floorplan.png
The bar under the picture is 50 um long. Pins as bars on the die edge.
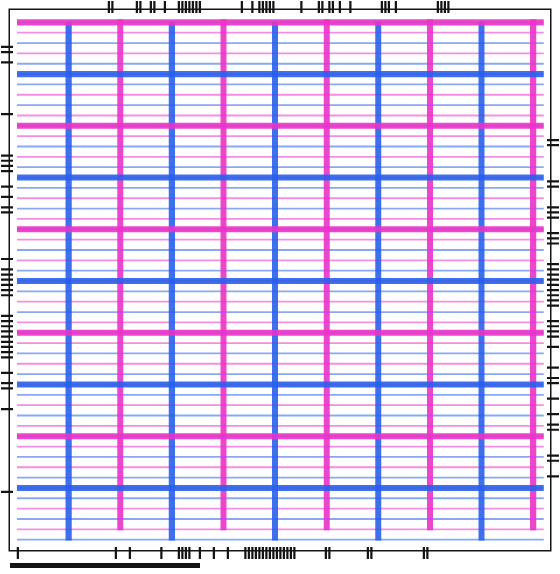
class_map.png
The bar under the picture is 50 um long.
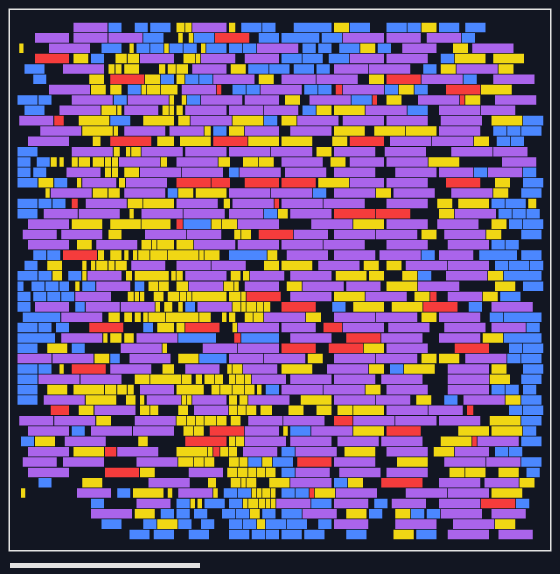
clock_wires.png
The bar under the picture is 50 um long.
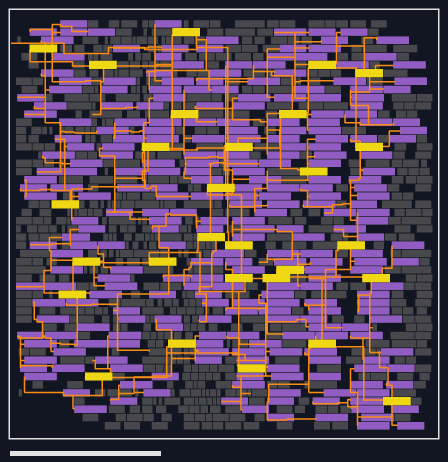
layers.png
Only two layers are drawn.
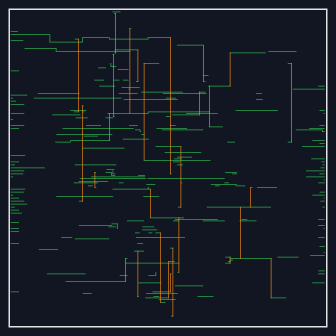
placed.png
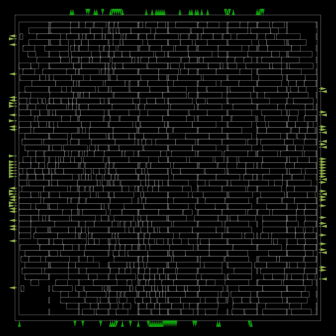
==> config.mk <==
export PLATFORM = sky130hd
export DESIGN_NAME = thumb_fetch_queue
export DESIGN_NICKNAME = d
export VERILOG_FILES = /design/src/rtl/thumb_fetch_queue.sv
export SDC_FILE = /design/constraint.sdc
export NUM_CORES = 1
export LEC_CHECK = 0
export ABC_AREA = 0
export CAP_MARGIN = 40
export CORE_MARGIN = 1.5
export CORE_UTILIZATION = 60
export CTS_CLUSTER_SIZE = 14
export DETAILED_ROUTE_END_ITERATION = 10
export PLACE_DENSITY = 0.85
export SLEW_MARGIN = 10
export SYNTH_ARGS = -nofsm -noshare
export SYNTH_HDL_FRONTEND = slang
export SYNTH_SLANG_ARGS = --single-unit
==> constraint.sdc <==
create_clock -name clk -period 6.9 [get_ports clk]
set_clock_uncertainty 0.1 [all_clocks]
set_input_delay 1.38 -clock clk [delete_from_list [all_inputs] [get_ports clk]]
set_output_delay 1.38 -clock clk [all_outputs]
set_load 0.1 [all_outputs]
==> summary.txt <==
cts hold-fix bufs: 0
met2 routed WL: 14800 um
largest class: sequential cells
Synth Seq Share: 0.675
first-pass GRT wire length: 43500 um
Worst path slowest cell: nand4b_1
initial antenna violation count: 0
setup ws final: 2.21 ns
hold path cells: 1
sequential share of power: 0.295
placed cells: 1109
M1 wire length: 10800 um
hpwl dp: 16500 um
outcome: finished, final reports clean
first-pass iteration count of the detailed router: 5
Pwr Total: 7.98 mW
inverter count: 15
clk buf depth: 3
# clk buffers: 38
CP max stage delay: 0.62 ns
Gate power share: 0.507
post-CTS sizing: 0
Min Hold Slack: 0.404 ns
Hold Fails Final Rpt: 0
Adder Share, Synth: 0.0104
most numerous logic cell after layout: edfxtp_1
count of plain and timing-repair buffers: 224
CP Cell Sequence: clkdlybuf4s50_1 -> nand3b_1 -> inv_1 -> ha_4 -> ha_2 -> buf_4 -> xnor2_1 -> nand4b_1 -> buf_12 -> mux2_2 -> mux2_2
#FFs+latches synth: 275
combinational logic power: 4.05 mW
non-clock buffer area fraction after layout: 0.180
Post-synth EDFFs: 188
Largest register FFs: 124
# setup viols final: 0
hold crit path type: flip-flop to flip-flop
Critical Path Source Type: input port
comb area leader: multiplexers
Post-CTS Setup Bufs: 0
Least-Margin Pin Slew: 0.789 ns
Tmin final: 4.69 ns
Avg Inst Size Synth: 17.5 sq um
chip area: 0.0202 sq mm
ys cells: 662
reg2reg path depth: 10
worst-path maximum fanout: 48
Top cells by area: edfxtp_1 49%, dfrtp_1 19%, mux4_2 9.1%
Sink Count: 275
layout cells sized above 1: 0.325
fmax: 0.213 GHz
max-slew violations: 0
vias per cell: 6.12
synth warn: 0
crit path DAT: 4.99 ns
Post-Syn Area: 0.0116 sq mm
xor and xnor fraction of the mapped netlist area: 0.0182
Internal: 4.87 mW
TNS Setup: 0 ns
CTS tree: built
Log Warnings: 27
most frequent cells in the layout: 188 x edfxtp_1, 130 x clkdlybuf4s50_1, 86 x dfrtp_1, 75 x mux2_2, 72 x buf_8
clock-pin slew on the worst setup and hold paths: 0.06 ns
r2r setup slk: 3.09 ns
Back to the opening pictures, floorplan.png:
VDD -> magenta
VSS -> blue
met5 straps = 10
met1 rails = 51
signal pins = 135
Core ar.: 0.0188 sq mm
die boundary width: 142 um

Back to the opening pictures, class_map.png:
clock drivers and dummy loads -> red  # cells 52, share of their area 6.4%
remaining buffers and delay cells -> blue  # cells 224, share of their area 18%
remaining logic cells -> yellow  # cells 350, share of their area 24%
registers -> purple  # cells 275, share of their area 52%
Rows: 50
sequential share of cell area: 0.505
fin util: 0.823
fin area: 0.0155 sq mm

Back to the opening pictures, clock_wires.png:
flip-flops -> purple  # count 275
clock wires -> orange  # length 3100 um
clock-net drivers -> yellow  # count 28
routed clock nets = 29
flops lie = spread over the die
clock share of power: 0.198
Clk Latency, worst-skew pair: 0.53 ns
Clk. pwr: 1.58 mW

Back to the opening pictures, layers.png:
M3 -> green  # wire length 1640 um
M4 -> orange  # wire length 626 um
Vias: 7111
wirelength, routed: 27800 um
DR WL/cell: 24.0 um
Total Routing Usage GR: 0.288

Back to the opening pictures, placed.png:
Post-Layout Cell Count: 1161
Filler cells: 888
# Taps: 260
sequential cells: 275

No activity file was given, so power comes from the tool's default toggle rates.
